Run 1, metal 1:
Supply wires on this layer in grey.
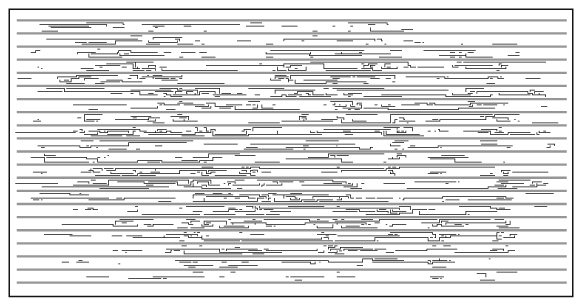
Run 1, metal 2:
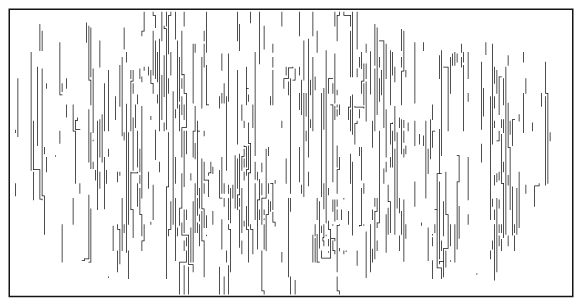
Run 1, M3 wires:
Scale bar: 20 µm.
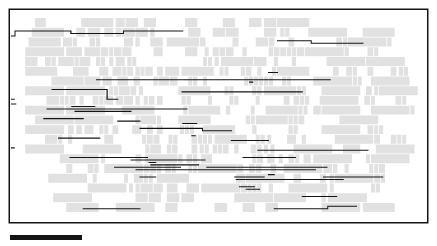
### src/rtl/program_counter_stack.sv
// -----------------------------------------------------------------------------
// program_counter_stack
//
// Program counter for the BIP core with a small return-address stack (LIFO).
// It drives the instruction-memory address bus and supports sequential
// increment, absolute jump, stall, and subroutine call/return.
//
// Request priority each cycle, highest first:
//   stall > ret > call > jump > en > hold
// Lower-priority requests that arrive with a winning one are dropped.
//
// Parameters:
//   ADDR_W      width of the address bus / PC register
//   STACK_DEPTH number of return-address entries (>= 1)
//   RESET_ADDR  PC value loaded on reset
//
// Ports:
//   clk          system clock, rising edge
//   rst_n        asynchronous active-low reset
//   en           advance PC by one
//   stall        hold PC and stack; overrides every other request
//   jump         load jump_addr into PC
//   call         push PC+1 and load jump_addr into PC
//   ret          pop top of stack into PC
//   jump_addr    target for jump/call
//   address_bus  current PC (registered)
//   stack_empty  no entries on the stack
//   stack_full   STACK_DEPTH entries on the stack
//   stack_err    sticky: push on full or pop on empty occurred
//   halted       (PC_WRAP_HALT_EN only) PC stopped at all-ones
//   wrap         one-cycle pulse when an increment leaves the all-ones PC
//
// Optional feature (macro PC_WRAP_HALT_EN):
//   Defined   - an increment from all-ones holds the PC at all-ones, pulses
//               wrap once and latches halted. While halted, every request is
//               ignored until reset.
//   Undefined - the PC wraps to zero together with the wrap pulse.
// -----------------------------------------------------------------------------
module program_counter_stack #(
    parameter int                ADDR_W      = 11,
    parameter int                STACK_DEPTH = 4,
    parameter logic [ADDR_W-1:0] RESET_ADDR  = '0
) (
    input  logic              clk,
    input  logic              rst_n,
    input  logic              en,
    input  logic              stall,
    input  logic              jump,
    input  logic              call,
    input  logic              ret,
    input  logic [ADDR_W-1:0] jump_addr,
    output logic [ADDR_W-1:0] address_bus,
    output logic              stack_empty,
    output logic              stack_full,
    output logic              stack_err,
`ifdef PC_WRAP_HALT_EN
    output logic              halted,
`endif
    output logic              wrap
);

    localparam int CNT_W = $clog2(STACK_DEPTH + 1);
    localparam int IDX_W = (STACK_DEPTH > 1) ? $clog2(STACK_DEPTH) : 1;
    localparam logic [CNT_W-1:0] FULL_CNT = CNT_W'(STACK_DEPTH);

    // Increment with the carry kept, so the caller can see the all-ones case.
    function automatic logic [ADDR_W:0] pc_incr(input logic [ADDR_W-1:0] pc);
        return {1'b0, pc} + {{ADDR_W{1'b0}}, 1'b1};
    endfunction

    logic [ADDR_W-1:0] stack_mem [STACK_DEPTH];
    logic [CNT_W-1:0]  count;
    logic [CNT_W-1:0]  cnt_dec;
    logic [IDX_W-1:0]  push_idx;
    logic [IDX_W-1:0]  pop_idx;

    logic [ADDR_W:0]   inc_full;
    logic [ADDR_W-1:0] pc_plus1;
    logic              inc_carry;

    logic [ADDR_W-1:0] pc_nxt;
    logic [CNT_W-1:0]  cnt_nxt;
    logic              err_nxt;
    logic              wrap_nxt;
    logic              push;
    logic              busy_halt;
`ifdef PC_WRAP_HALT_EN
    logic              halt_nxt;
`endif

    assign stack_empty = (count == '0);
    assign stack_full  = (count == FULL_CNT);

    // Slicing is safe: push_idx is only used when not full, pop_idx only
    // when not empty, so both stay inside 0..STACK_DEPTH-1.
    assign cnt_dec  = count - CNT_W'(1);
    assign push_idx = count[IDX_W-1:0];
    assign pop_idx  = cnt_dec[IDX_W-1:0];

    assign inc_full  = pc_incr(address_bus);
    assign pc_plus1  = inc_full[ADDR_W-1:0];
    assign inc_carry = inc_full[ADDR_W];

`ifdef PC_WRAP_HALT_EN
    assign busy_halt = halted;
`else
    assign busy_halt = 1'b0;
`endif

    // ---- request decode: choose next PC / stack state ----
    always_comb begin
        pc_nxt   = address_bus;
        cnt_nxt  = count;
        err_nxt  = stack_err;
        wrap_nxt = 1'b0;
        push     = 1'b0;
`ifdef PC_WRAP_HALT_EN
        halt_nxt = halted;
`endif
        if (stall || busy_halt) begin
            // hold everything
        end else if (ret) begin
            if (!stack_empty) begin
                pc_nxt  = stack_mem[pop_idx];
                cnt_nxt = cnt_dec;
            end else begin
                err_nxt = 1'b1;
            end
        end else if (call) begin
            if (!stack_full) begin
                push    = 1'b1;
                cnt_nxt = count + CNT_W'(1);
                pc_nxt  = jump_addr;
            end else begin
                err_nxt = 1'b1;
            end
        end else if (jump) begin
            pc_nxt = jump_addr;
        end else if (en) begin
            wrap_nxt = inc_carry;
`ifdef PC_WRAP_HALT_EN
            if (inc_carry) begin
                halt_nxt = 1'b1;
            end else begin
                pc_nxt = pc_plus1;
            end
`else
            pc_nxt = pc_plus1;
`endif
        end
    end

    // ---- register stage: control state with async reset ----
    always_ff @(posedge clk or negedge rst_n) begin
        if (!rst_n) begin
            address_bus <= RESET_ADDR;
            count       <= '0;
            stack_err   <= 1'b0;
            wrap        <= 1'b0;
`ifdef PC_WRAP_HALT_EN
            halted      <= 1'b0;
`endif
        end else begin
            address_bus <= pc_nxt;
            count       <= cnt_nxt;
            stack_err   <= err_nxt;
            wrap        <= wrap_nxt;
`ifdef PC_WRAP_HALT_EN
            halted      <= halt_nxt;
`endif
        end
    end

    // ---- return-address storage: data only, contents undefined after reset ----
    always_ff @(posedge clk) begin
        if (push) begin
            stack_mem[push_idx] <= pc_plus1;
        end
    end

endmodule

### config.mk
export PLATFORM = sky130hd
export DESIGN_NAME = program_counter_stack
export DESIGN_NICKNAME = d
export VERILOG_FILES = /design/src/rtl/program_counter_stack.sv
export SDC_FILE = /design/constraint.sdc
export NUM_CORES = 1
export LEC_CHECK = 0
export ABC_AREA = 1
export CAP_MARGIN = 20
export CORE_ASPECT_RATIO = 0.5
export CORE_UTILIZATION = 45
export CTS_CLUSTER_SIZE = 30
export DETAILED_ROUTE_END_ITERATION = 16
export MAX_ROUTING_LAYER = met4
export PLACE_DENSITY_LB_ADDON = 0.08
export SETUP_SLACK_MARGIN = 0.4
export SLEW_MARGIN = 15
export SYNTH_ARGS = -nofsm -noshare
export SYNTH_HDL_FRONTEND = slang
export SYNTH_SLANG_ARGS = --single-unit
### constraint.sdc
create_clock -name clk -period 2.8 [get_ports clk]
set_input_delay 0.28 -clock clk [delete_from_list [all_inputs] [get_ports clk]]
set_output_delay 0.28 -clock clk [all_outputs]
set_load 0.05 [all_outputs]
==> notes.md, run 1 <==
The run finished with clean final reports. After its last routability iteration, the placer logged a weighted congestion of 0.863. The synthesis report gives the async set-or-reset register share as 26.7%.

The slew check shows that the tightest pin keeps a relative margin of 47.6%. The part of the power in registers is 33.2%. Dividing the synthesized area by the synthesized cell count gives 9.19 µm². The class of the tightest hold or removal check was input port to async pin.

The number of sinks handled by clock tree synthesis was 60; the clock tree buffer depth was 2. The run gives 1 for the worst path buffer plus inverter count. The report lists the cells along the critical path as clkdlybuf4s50_1.

The area fraction of clock buffers and clock inverters works out to 7.41%. The first-pass GRT wire length is 11,300 µm, and the achievable clock frequency is 512 MHz. Number of cells upsized or downsized after cts: 0. The register area was 1720 µm²; the count of final setup violators was 0. The count of filler cells inserted in the layout was 548; the boundary pin count was 33. Per the placement log, port buffering inserted 32 buffers. For the multi-input combinational cell area, the log shows 1060 µm². Counting pins that exceed their max-slew limit in the final report gives 0. The floorplan step defined a core boundary enclosing 6210 µm². The layout has 11 clock buffers.

For the worst setup path, the data arrival time is 1.67 ns. The number of buffers inserted by post-CTS setup repair is 0. Setup slack on the worst path after placement came out at 0.724 ns. Among all cell types in the netlist, the one instantiated most often is nand2_1. The count of nets after finishing is 387. The run gives 47.6% as the initial core utilization. In this run the tools logged warnings totalling 30. With the detailed-router iteration count before antenna repair at 5, the sequential-to-total area share from yosys stat is 58.3%.

The top cell types in the final layout, fill and taps aside, are nand2_1 (84), edfxtp_1 (44), nor2_1 (40), nand3_1 (31), clkdlybuf4s50_1 (30). The clock transition at the registers of the reported paths is 0.05 ns, and the detail-routed via count per cell is 5.00. For reference, the top cells by count after synthesis are nand2_1 (84), edfxtp_1 (44), nor2_1 (40), nand3_1 (31), inv_1 (26). Time the worst path needs with I/O delays and setup: 1.95 ns.

The Yosys step of the flow raised 0 warnings. The count of non-CTS buffers in the layout was 41. In the synthesized netlist the dominant register cell turns out to be edfxtp_1.

The final report gives the core utilization as 59.0%. TritonCTS built the clock tree. Iteration-0 DRC count of the detailed router: 190. STA classifies the critical path endpoint as an output port. The number of standard-cell rows in the floorplan came out at 20. Looking at the max-slew report, the worst-margin pin has a slew of 0.783 ns. For the maximum number of pins on one net before global-route repair, the log shows 28. The main area contributors are edfxtp_1 (45%), dfrtp_1 (14%), nand2_1 (11%).

The logs give 6910 µm² for the overall chip area and 4.26 mW for the power after layout. In this run, synthesis inferred 44 flip-flops with an integrated enable. With the diode insertion count for antenna repair at 0, the switching power summed over all nets is 1.80 mW. The final-layout non-clock buffer area share is 10.5%. The post-route cell area is 3660 µm², and the final sum of negative setup slack is 0 ns. The setup path with the least slack is of type flop to output port. Non-clock inverters in the final layout number 31.

The synthesized netlist handed to floorplanning was reported with a cell count of 321. The post-detailed-route wirelength per cell came out at 15.7 µm. Across the routed clock network, the largest skew measured is 0.00585 ns.

In the synthesis report, Yosys lists the chip area as 2950 µm².
## Picture notes: 'metal 1'
wire length on this layer: 3,340 µm
share of all routed wire: 47%
nets with wire on the layer: 358

## Picture notes: 'metal 2'
share of all routed wire: 43%
longest straight run: 35.7 µm
nets with wire on the layer: 283
wire length on this layer: 3,100 µm
main direction: vertical
GR Layer Usage met2: 34.8%
total number of vias: 2,281
overall routed net length: 7180 µm

## Picture notes: 'M3 wires'
main direction: horizontal
longest straight run: 65.3 µm
share of all routed wire: 9.1%

run 1: registers in the layout (all words and copies together) (netlist names):
signal and cells:
stack_mem 44, stack_err 1, wrap 1, count 3, address_bus 11
run 1: cell families (layout without fill, tap and decap cells):
logic type	Yosys count	count (layout)	share of synthesized area, %
simple gates	167	167	23.7
flops	60	60	58.3
fa+ha+maj	6	6	2.54
xor+xnor	7	7	2.08
buf+inv	41	88	5.72
compound gates	40	40	7.59
run 1: power groups by stage:
stage               Clock, mW  Combinational (mW)  Sequential (mW)
global placement            0                1.82             1.42
floorplan                   0               0.982             1.68
CTS                      1.03                1.85             1.41
finish                   1.01                1.84             1.41
detailed placement          0                1.84             1.42
global route             1.06                2.04             1.43
run 1: worst reg2reg max path: stages (launching register included):
cell     delay (ns)
dfrtp_1        0.39
inv_1          0.10
ha_1           0.50
buf_4          0.27
nor2_1         0.06
o21ai_0        0.07
nand3_1        0.13
nand2_1        0.08
inv_1          0.04
nand2_1        0.06
nand2_1        0.06
run 1: worst paths after layout:
check,from,end,slack (ns),cells past startpoint
hold / removal,rst_n,address_bus[8],0.40,1
setup reg to reg,count[1],address_bus[8],0.93,10
setup / recovery,address_bus[2],address_bus[2],0.85,1
max in group asynchronous,rst_n,address_bus[3],1.90,1
min in group clk,stack_err,stack_err,0.48,1
hold reg to reg,stack_err,stack_err,0.48,1
run 1: layer usage:
| metal | up-vias | global-route usage [%] | part of all wire, % |
|---|---|---|---|
| met2 | 72 | 34.8 | 43 |
| met5 | - | - | 0 |
| li1 | 1150 | - | - |
| met1 | 1050 | 33.0 | 47 |
| met3 | 9 | 8.38 | 9.1 |
| met4 | 0 | 8.86 | 1.1 |
--- run 2 (diff from run 1) ---
==> constraint.sdc (replaced) <==
create_clock -name clk -period 1.89 [get_ports clk]
set_input_delay 0.189 -clock clk [delete_from_list [all_inputs] [get_ports clk]]
set_output_delay 0.189 -clock clk [all_outputs]
set_load 0.05 [all_outputs]
==> run 2 against run 1 <==
Compared with the run above:
- core utilization rose by 5.8 points
- non-clock buffer count rose by 14
- design area rose by 9.8%
- via count rose by 4.3%
- routed wire length rose by 7.4%
- clock-buffer cell count fell by 1
- synthesized cell count did not move
- sequential share of layout area fell by 4.0 points
- setup slack got worse by 0.53 ns
- combinational power rose by 84%
- global-route usage rose by 0.97 points
- largest cell class unchanged
- largest power group unchanged
==> notes.md, run 2 <==
Number of warnings printed during yosys synthesis: 0 (unchanged). For reference, the top cells by area after synthesis are edfxtp_1 (45%), dfrtp_1 (14%), nand2_1 (11%). The run gives 321 as the total cells reported by yosys after synthesis.

The run gives 4 (-1) as the detailed-router iteration count before antenna repair. In this run the clock root is driven by a clkbuf_16. The run gives 32 (unchanged) for the port buffer count. For the count of final setup violators, the log shows 0 (unchanged). The clock transition at the registers of the reported paths was 0.05 ns (about the same). The sequential-to-total area share from yosys stat was 58.3% (unchanged).

Number of enable flip-flop cells: 44 (unchanged). The largest registers in the layout are stack_mem: 44 flops, address_bus: 11 flops, count: 3 flops. TritonCTS built the clock tree. The number of standard-cell rows in the floorplan is 20 (unchanged). By instance count after routing, the leading logic cell types are nand2_1 (81), edfxtp_1 (44), nor2_1 (33), nand3_1 (27), inv_1 (22). The count of nets after finishing was 401 (+3.6%); the xor/xnor cell area share of the yosys netlist was 2.08% (unchanged). The initial core utilization is 47.6% (unchanged). With the final core area utilization at 64.8% (+5.8 points), the final sum of negative setup slack is 0 ns (unchanged).

Looking at the reg2reg group, the worst path ends at stack_mem[2][10]. Per the timing report, the achievable frequency comes out to 637 MHz. The most critical min-delay path falls under input port to async pin. The critical path in this run is classified as flop to output port.

The register bank with the most flops was stack_mem. The max-slew violation count was 0 (unchanged). The worst reg2reg path depth came out at 7 (-3). The post-detailed-route wirelength per cell is 16.4 µm (+4.2%).

The most common cell in the synthesized netlist is nand2_1. Counting I/O delays and the setup requirement, the final critical path takes 1.57 ns. The relative max-transition margin is 63.7% (+16 points), and the diode insertion count for antenna repair is 0 (unchanged).

The mean post-synth cell area was 9.19 µm² (unchanged). The tools report the post-route cell area as 4020 µm² (+9.8%). The number of flip-flops in the largest register is 44 (unchanged).

The worst setup path is captured at an output port. The warning total across the stage logs was 33 (+10%); the number of buffers inserted for hold repair after clock tree synthesis was 0. With the maximum number of pins on one net before global-route repair at 28 (unchanged), the clock tree buffer depth is 2 (unchanged).

The arrival time of the worst setup path was 1.38 ns (-0.29 ns). With the slack of the worst reg-to-reg path at 0.34 ns (-0.59 ns), the share of synthesized cell area in and-or and or-and compound cells is 7.59% (unchanged). The multi-input combinational cell area is 1200 µm² (+13%), and the area of the core is 6210 µm² (unchanged). The beginning of the worst register-to-register path was count[1]. The transition at the pin with the smallest max-transition slack came out at 0.540 ns (-0.242 ns). The flow ran to the end, and the final reports show no timing, DRC or antenna violations.

With the boundary pin count at 33 (unchanged), the minimum setup slack after placement is 0.0504 ns (-0.674 ns). The synthesis run identifies the leading combinational cell family as simple AND/OR/NAND/NOR gates. The tools report the final weighted congestion in routability-driven placement as 0.827 (-4.1%). The fraction of synthesized area in multiplexers works out to 0% (unchanged). For the post-route clock skew, the log shows 0.00327 ns (-0.00258 ns). The synthesis area per yosys was 2950 µm² (unchanged). The logs give 60 (unchanged) for the number of sinks handled by clock tree synthesis and 2950 µm² for the cell area after technology mapping. The run gives 12,000 µm (+6.6%) as the first-pass GRT wire length.

The iteration-0 DRC count of the detailed router is 163 (-14%), and the power after layout is 7.08 mW (+66%). With the number of max-cap violations at 0, the async set-or-reset flop fraction in the synthesized netlist is 26.7% (unchanged). The commonest cells after synthesis are nand2_1 (84), edfxtp_1 (44), nor2_1 (40), nand3_1 (31), inv_1 (26). Main flop type: edfxtp_1.

The fraction of the mapped netlist area in simple logic gates is 23.7% (unchanged), and the count of filler cells inserted in the layout is 526 (-4.0%). The register area is 1730 µm² (+0.51%), and the area share of fa/ha/maj cells after synthesis is 2.54% (unchanged). The startpoint kind of the worst setup timing path is a flop. The instance count of the mapped netlist was 321 (unchanged). The run gives 6910 µm² (unchanged) as the overall chip area.

Detail-routed via count per cell: 5.06 (+1.1%).
==> run 2: kinds of logic after synthesis <==
family	Yosys count
AND-OR/OR-AND	40
AND/OR/NAND/NOR	167
adder cells (fa/ha/maj)	6
flip-flops	60
XOR/XNOR	7
buffers and inverters	41
==> run 2: worst max path at each step <==
stage	start	endpoint	slack, ns	depth (start not counted)
final	count[1]	stack_empty	0.32	6
after global routing	count[0]	stack_empty	0.25	6
after CTS	address_bus[6]	address_bus[6]	0.36	1
after detailed placement	call	stack_mem[1][4]	0.05	5
after global placement	call	stack_mem[1][4]	0.10	5
after floorplan	count[0]	address_bus[5]	0.08	13
==> run 2: worst max-delay path, stage by stage, from the launching register on <==
cell and delay (ns):
dfrtp_1 0.40, inv_2 0.09, ha_4 0.16, inv_4 0.04
nor2_4 0.12, buf_6 0.12, buf_12 0.12
==> run 2: power breakdown <==
part	internal [mW]	leakage [nW]	total, mW	switching, mW
logic	1.30	0.933	3.39	2.10
registers	1.84	0.585	2.12	0.278
clock network	1.00	0.137	1.56	0.558
==> run 2: routing by layer <==
layer	share of wire [%]	wire [µm]	global-route usage, %
met1	46	3510	34.1
met4	0.40	31	6.87
met2	46	3530	37.4
met5	0	0	-
met3	8.3	643	8.90
==> run 2: area by class of cell <==
| type | count | share of cell area [%] |
|---|---|---|
| sequential | 60 | 43.0 |
| multi-input combinational | 220 | 29.8 |
| timing repair buffer | 55 | 14.4 |
| clock buffer | 10 | 5.69 |
| inverter | 31 | 3.08 |
| tap | 88 | 2.74 |
| clock inverter | 6 | 1.37 |
==> run 2: what timing repair did <==
action	in CTS	in global routing
buffers inserted	10	3
endpoints found under the setup margin	85	77
resized	30	28
pin swaps	5	18
Run 2, metal 2:
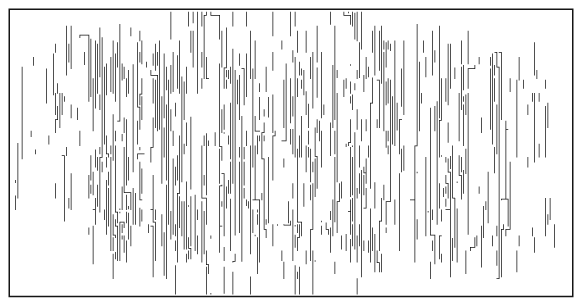
nets with wire on the layer: 313
share of all routed wire: 46%
longest straight run: 43.9 µm
wire length on this layer: 3,530 µm
main direction: vertical
overall routed net length: 7710 µm
GR Layer Usage met2: 37.4%
total number of vias: 2,378

Run 2, selected gate families:
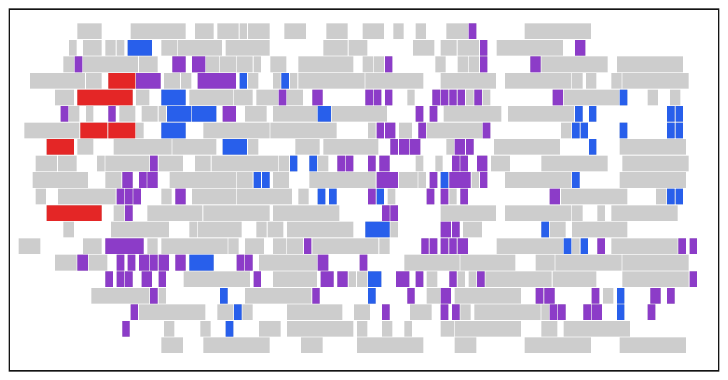
legend:
  nand cells:
    colour: purple
    cells: 118
    most_used: nand2_1
  nor cells:
    colour: blue
    cells: 43
    most_used: nor2_1
  fa/ha/maj cells:
    colour: red
    cells: 6
    most_used: ha_1
fraction of standard cell area in multi-input logic: 29.8%
commonest non-fill, non-tap cell in the layout: nand2_1
final cell count without fillers: 470

No activity file was given, so power comes from the tool's default toggle rates.
